## src/rtl/fc_mac_neuron.sv

```systemverilog
// fc_mac_neuron
// Sequential fixed-point neuron for a fully-connected layer. Each chunk is
// loaded as one weight beat (bias on lane 0, weights on lanes 1..INPUT_SZ)
// followed by one value beat (lanes 0..INPUT_SZ-1). The chunk is multiplied
// and accumulated in a single MAC cycle. After the last chunk the bias is
// added, the sum is saturated to SIZE bits, ReLU is optionally applied, and
// the result is offered on a valid/ready handshake.
//
// Ports
//   clk, rst            clock; asynchronous active-high reset
//   start               begin a neuron (honoured in IDLE only)
//   num_chunks          beats per neuron, captured with start
//   relu_en             clamp negative results to zero, captured with start
//   i_values            (INPUT_SZ+1) lanes of SIZE bits, lane k at [k*SIZE +: SIZE]
//   load_enable         0 = value beat, 1 = bias + weight beat, 2/3 = illegal
//   in_valid, in_ready  input beat handshake
//   o_value, o_valid    result and its valid flag
//   o_ready             consumer accepts result
//   busy                high whenever not IDLE
//   o_err               sticky protocol error, cleared by an accepted start
module fc_mac_neuron #(
  parameter int SIZE       = 16,
  parameter int PRECISION  = 11,
  parameter int INPUT_SZ   = 4,
  parameter int MAX_CHUNKS = 64,
  localparam int CW        = $clog2(MAX_CHUNKS + 1)
) (
  input  logic                         clk,
  input  logic                         rst,
  input  logic                         start,
  input  logic [CW-1:0]                num_chunks,
  input  logic                         relu_en,
  input  logic [(INPUT_SZ+1)*SIZE-1:0] i_values,
  input  logic [1:0]                   load_enable,
  input  logic                         in_valid,
  output logic                         in_ready,
  output logic [SIZE-1:0]              o_value,
  output logic                         o_valid,
  input  logic                         o_ready,
  output logic                         busy,
  output logic                         o_err
);

  localparam int ACC_W = SIZE + $clog2(INPUT_SZ * MAX_CHUNKS) + 1;

  localparam logic signed [ACC_W-1:0] SAT_MAX = ACC_W'((2 ** (SIZE - 1)) - 1);
  localparam logic signed [ACC_W-1:0] SAT_MIN = -SAT_MAX - ACC_W'(1);

  typedef enum logic [2:0] {
    IDLE   = 3'd0,
    W_WAIT = 3'd1,
    V_WAIT = 3'd2,
    MAC    = 3'd3,
    FINISH = 3'd4,
    OUT    = 3'd5
  } state_t;

  state_t state_q, state_d;

  logic signed [SIZE-1:0]  w_q [INPUT_SZ];
  logic signed [SIZE-1:0]  v_q [INPUT_SZ];
  logic signed [SIZE-1:0]  bias_q;
  logic signed [ACC_W-1:0] acc_q;
  logic [CW-1:0]           cnt_q;
  logic [CW-1:0]           nch_q;
  logic                    relu_q;
  logic [SIZE-1:0]         o_value_q;
  logic                    o_err_q;

  logic                    beat_fire;
  logic                    w_beat;
  logic                    v_beat;
  logic                    bad_beat;
  logic                    start_go;
  logic [CW-1:0]           cnt_inc;
  logic signed [ACC_W-1:0] mac_sum;
  logic signed [ACC_W-1:0] fin_sum;

  // One lane product: full 2*SIZE product, arithmetic shift (floor), then
  // resized to the accumulator width with sign extension.
  function automatic logic signed [ACC_W-1:0] mac_lane(
    input logic signed [SIZE-1:0] w,
    input logic signed [SIZE-1:0] v
  );
    logic signed [2*SIZE-1:0] prod;
    logic signed [2*SIZE-1:0] shifted;
    prod    = w * v;
    shifted = prod >>> PRECISION;
    return ACC_W'(shifted);
  endfunction

  function automatic logic signed [SIZE-1:0] saturate(
    input logic signed [ACC_W-1:0] s
  );
    if (s > SAT_MAX)      return SAT_MAX[SIZE-1:0];
    else if (s < SAT_MIN) return SAT_MIN[SIZE-1:0];
    else                  return SIZE'(s);
  endfunction

  function automatic logic signed [SIZE-1:0] apply_relu(
    input logic signed [SIZE-1:0] s,
    input logic                   en
  );
    if (en && s < 0) return '0;
    else             return s;
  endfunction

  // Beat classification: a beat of the wrong mode for the current state is
  // consumed but discarded, and only raises the error flag.
  assign start_go  = start && (state_q == IDLE);
  assign beat_fire = in_valid && in_ready;
  assign w_beat    = beat_fire && (state_q == W_WAIT) && (load_enable == 2'd1);
  assign v_beat    = beat_fire && (state_q == V_WAIT) && (load_enable == 2'd0);
  assign bad_beat  = beat_fire && !w_beat && !v_beat;
  assign cnt_inc   = cnt_q + CW'(1);

  always_comb begin
    mac_sum = '0;
    for (int i = 0; i < INPUT_SZ; i++) begin
      mac_sum = mac_sum + mac_lane(w_q[i], v_q[i]);
    end
  end

  assign fin_sum = acc_q + ACC_W'(bias_q);

  // State register
  always_ff @(posedge clk or posedge rst) begin
    if (rst) state_q <= IDLE;
    else     state_q <= state_d;
  end

  // Next-state logic
  always_comb begin
    state_d = state_q;
    case (state_q)
      IDLE:    if (start) state_d = (num_chunks == '0) ? FINISH : W_WAIT;
      W_WAIT:  if (w_beat) state_d = V_WAIT;
      V_WAIT:  if (v_beat) state_d = MAC;
      MAC:     state_d = (cnt_inc < nch_q) ? W_WAIT : FINISH;
      FINISH:  state_d = OUT;
      OUT:     if (o_ready) state_d = IDLE;
      default: state_d = IDLE;
    endcase
  end

  // Outputs decoded from state only
  always_comb begin
    in_ready = (state_q == W_WAIT) || (state_q == V_WAIT);
    busy     = (state_q != IDLE);
    o_valid  = (state_q == OUT);
  end

  assign o_value = o_value_q;
  assign o_err   = o_err_q;

  // Operand capture, accumulation and result register
  always_ff @(posedge clk or posedge rst) begin
    if (rst) begin
      for (int i = 0; i < INPUT_SZ; i++) begin
        w_q[i] <= '0;
        v_q[i] <= '0;
      end
      bias_q    <= '0;
      acc_q     <= '0;
      cnt_q     <= '0;
      nch_q     <= '0;
      relu_q    <= 1'b0;
      o_value_q <= '0;
      o_err_q   <= 1'b0;
    end else begin
      if (start_go) begin
        acc_q   <= '0;
        cnt_q   <= '0;
        bias_q  <= '0;
        nch_q   <= num_chunks;
        relu_q  <= relu_en;
        o_err_q <= 1'b0;
      end
      if (w_beat) begin
        for (int i = 0; i < INPUT_SZ; i++) begin
          w_q[i] <= $signed(i_values[(i+1)*SIZE +: SIZE]);
        end
        // Lane 0 of later weight beats is ignored; bias belongs to chunk 0.
        if (cnt_q == '0) bias_q <= $signed(i_values[0 +: SIZE]);
      end
      if (v_beat) begin
        for (int i = 0; i < INPUT_SZ; i++) begin
          v_q[i] <= $signed(i_values[i*SIZE +: SIZE]);
        end
      end
      if (bad_beat) o_err_q <= 1'b1;
      if (state_q == MAC) begin
        acc_q <= acc_q + mac_sum;
        cnt_q <= cnt_inc;
      end
      if (state_q == FINISH) begin
        o_value_q <= apply_relu(saturate(fin_sum), relu_q);
      end
    end
  end

endmodule
```

## config.mk

```make
export PLATFORM = sky130hd
export DESIGN_NAME = fc_mac_neuron
export DESIGN_NICKNAME = d
export VERILOG_FILES = /design/src/rtl/fc_mac_neuron.sv
export SDC_FILE = /design/constraint.sdc
export NUM_CORES = 2
export LEC_CHECK = 0
export CAP_MARGIN = 10
export CORE_MARGIN = 2
export CORE_UTILIZATION = 40
export DETAILED_ROUTE_END_ITERATION = 6
export GPL_TIMING_DRIVEN = 1
export PLACE_DENSITY_LB_ADDON = 0.1
export SLEW_MARGIN = 20
export SYNTH_ARGS = -nofsm -noshare
export SYNTH_HDL_FRONTEND = slang
export SYNTH_SLANG_ARGS = --single-unit
```

## constraint.sdc

```tcl
create_clock -name clk -period 13.7 [get_ports clk]
set_input_delay 2.74 -clock clk [delete_from_list [all_inputs] [get_ports clk]]
set_output_delay 2.74 -clock clk [all_outputs]
set_load 0.02 [all_outputs]
```

==> images/logic_types.png <==
Scale: 1.5 px per um.
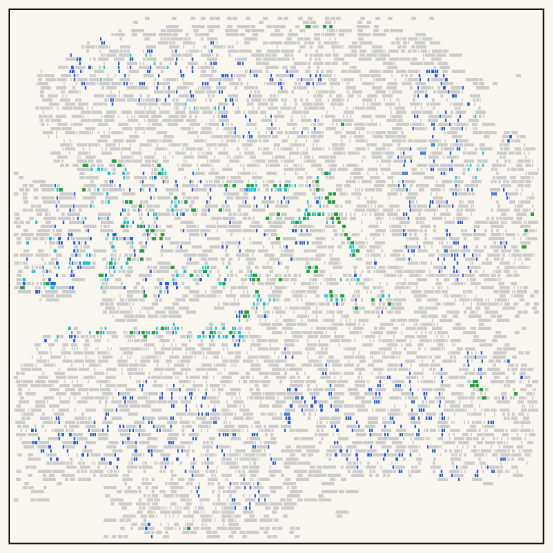
[blue] NAND gates | cells: 746 | where: widely spread
[cyan] NOR gates | cells: 180
[green] AND-OR and OR-AND gates | cells: 103

==> results.txt <==
Implementation results are summarized by area below.

STA
Checking max transition, the worst relative margin is 0.344. Setup repair after global routing left no endpoint under its margin. The routed design could run at a clock period as short as 10.78 ns.

The setup TNS is 0 ns. At the pin with the least slew margin, the transition time is 0.978 ns. The final timing summary puts the cycle share of the worst path at 0.787. The hold violation count in the final report is 0.

Synth
Counting flops with an async set or reset pin after synthesis yields a share of 1.00. The cell-mix breakdown from Yosys lists the compound-gate area share as 0.0468. The share of synthesized area in the top cell type comes to 0.453. The cell-mix breakdown from Yosys lists the simple-gate area share as 0.136. The number of enable-type register cells in the synthesized netlist is 0. The cell area after synthesis is 49300 sq um.

The number of synthesized register bits is 204. The adder and majority gate portion of the synthesized area is 0.548. For this run, the number of Yosys warnings is 0.

The fraction of synthesized area in multiplexers is 0.0315. The number of distinct library cells after synthesis is 74. The sequential fraction of the synthesis area is 0.104. The synthesis report lists the most area-consuming cells as sky130_fd_sc_hd__fa_1 45%, sky130_fd_sc_hd__dfrtp_1 10%, sky130_fd_sc_hd__ha_1 9.5%, sky130_fd_sc_hd__inv_1 9.3%, sky130_fd_sc_hd__and2_1 5.3%.

The fraction of synthesized cell area in xor and xnor cells is 0.0272.

Global routing
The via count of the first global-routing pass is 36900. Global route summary, busiest routing layer listed as met2. In the global route stage, met1 resource usage came out at 0.298.

The met3 routing resource usage after global routing is 0.0227. The overflow left after global routing is 0. The wire length of the first global-routing pass is 209000 um. For this run, the total global-route usage over all layers was measured as 0.214. The pin count of the biggest net entering global routing is 98.

Critical path
The worst setup path startpoint is w_q[58]. The startpoint kind of the worst setup timing path is a register. STA shows the worst reg2reg path with a cell count of 38.

In this run the worst path has a maximum fanout of 17. The register-to-register setup slack is 2.92 ns. Among all stages on the critical path, the maximum delay recorded is 0.82 ns. The cell seen most often among critical-path stages is sky130_fd_sc_hd__fa_1. The type of the worst setup path is reg -> reg.

For this design, the slowest cell found on the critical path is sky130_fd_sc_hd__dfrtp_1. The capture point of the worst register-to-register path is recorded as acc_q[23].

Placement
The placed wire-length estimate after detailed placement is 106000 um. In this run the cell area measured after placement is 52000 sq um. The instance count after placement with tap cells included is 6708. The number of buffers inserted by port buffering is 114.

Clocking
The insertion delay of the later-clocked pin in the worst-skew pair is 0.65 ns. The post-cts hold buffer count is 0. Clock tree synthesis selected as its root buffer the cell sky130_fd_sc_hd__clkbuf_16. The maximum buffer depth of the clock tree is 3. Per the post-CTS timing run, clock transition at the registers of the reported paths is 0.07 ns. The number of resized instances in the post-cts repair step is 0. The total CTS buffers is 30. The number of sinks on the clock net is 204.

Min path
The path category of the worst min-delay check is reg -> reg. The endpoint of the worst hold-timing path is o_err.

Run
The number of warning messages in the logs is 27.

Finish
Leaving out the clock tree, the finished layout contains an inverter count of 1228. The combinational gate area is 38900 sq um. The library cell used most frequently in the layout, excluding fill and tap cells, is sky130_fd_sc_hd__inv_1. After the last flow step, the layout net total stands at 6699. The sequential standard cell area is 5100 sq um. After the flow finishes, the layout carries non-filler instances totaling 6765.

The utilization of the core after routing is 0.435. Counting the clock-network buffers in the layout gives 40. The count of plain and timing-repair buffers in the layout is 138. In the layout the tool counted multi-input logic cells amounting to 3513. The fraction of final cell area spent on clock buffers and inverters in this run is 0.0202. The flip-flop and latch count is 204.

Detailed routing
The number of optimization iterations in the first detailed-route pass is 6. Per the detail_route report, routed wire per instance is 18.8 um. The via density per instance is 4.90. In this run the remaining antenna-violating nets after routing total 0. The count of vias placed by the detailed router is 33200.

Die
In this run the core area contains 128 standard-cell rows. Measured along the x axis, the die boundary spans 355 um. The total I/O pin count is 115. The floorplan step records an initial core utilization of 0.404.

Run status
The flow ran to the end, and the final reports show no timing, DRC or antenna violations.

==> images/detail.png <==
Window x 163 to 193, y 92 to 122 um. Cells in gray, sequential cells in the stronger gray; small squares are vias.
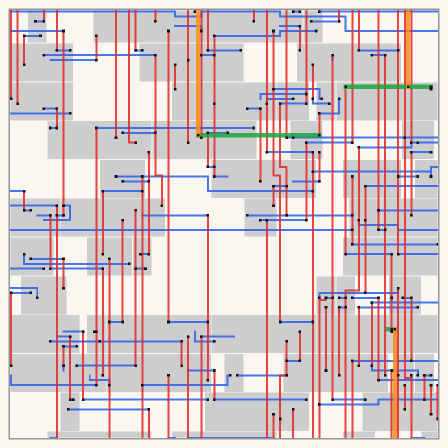
[red] metal 2
[blue] metal 1
[green] metal 3
[orange] metal 4
most frequent: fa_1 (20), inv_1 (7), and2_1 (6)
cells with their middle in the window: 46
sequential cells in the window: 0

## through the flow
| step | hold slack [ns] | setup WS [ns] |
|---|---|---|
| after CTS | 0.503 | 2.98 |
| after floorplan | 0.479 | 4.00 |
| final | 0.506 | 2.92 |
| after global placement | 0.490 | 3.18 |
| after detailed placement | 0.485 | 2.98 |
| after global routing | 0.533 | 2.23 |
## worst max-delay path: cells and delay by family, from the launching register on
kind            cells  cell delay [ns]
xor+xnor            2             0.28
compound gates     11             2.76
simple gates        9             1.59
flops               1             0.82
buf+inv             5             0.26
fa+ha+maj          11             4.94
## registers in the layout (all words and copies together) (netlist names)
name and cells:
v_q 64, w_q 64, acc_q 25, bias_q 16
o_value 16, cnt_q 7, nch_q 7, state_q 3
o_err 1, relu_q 1
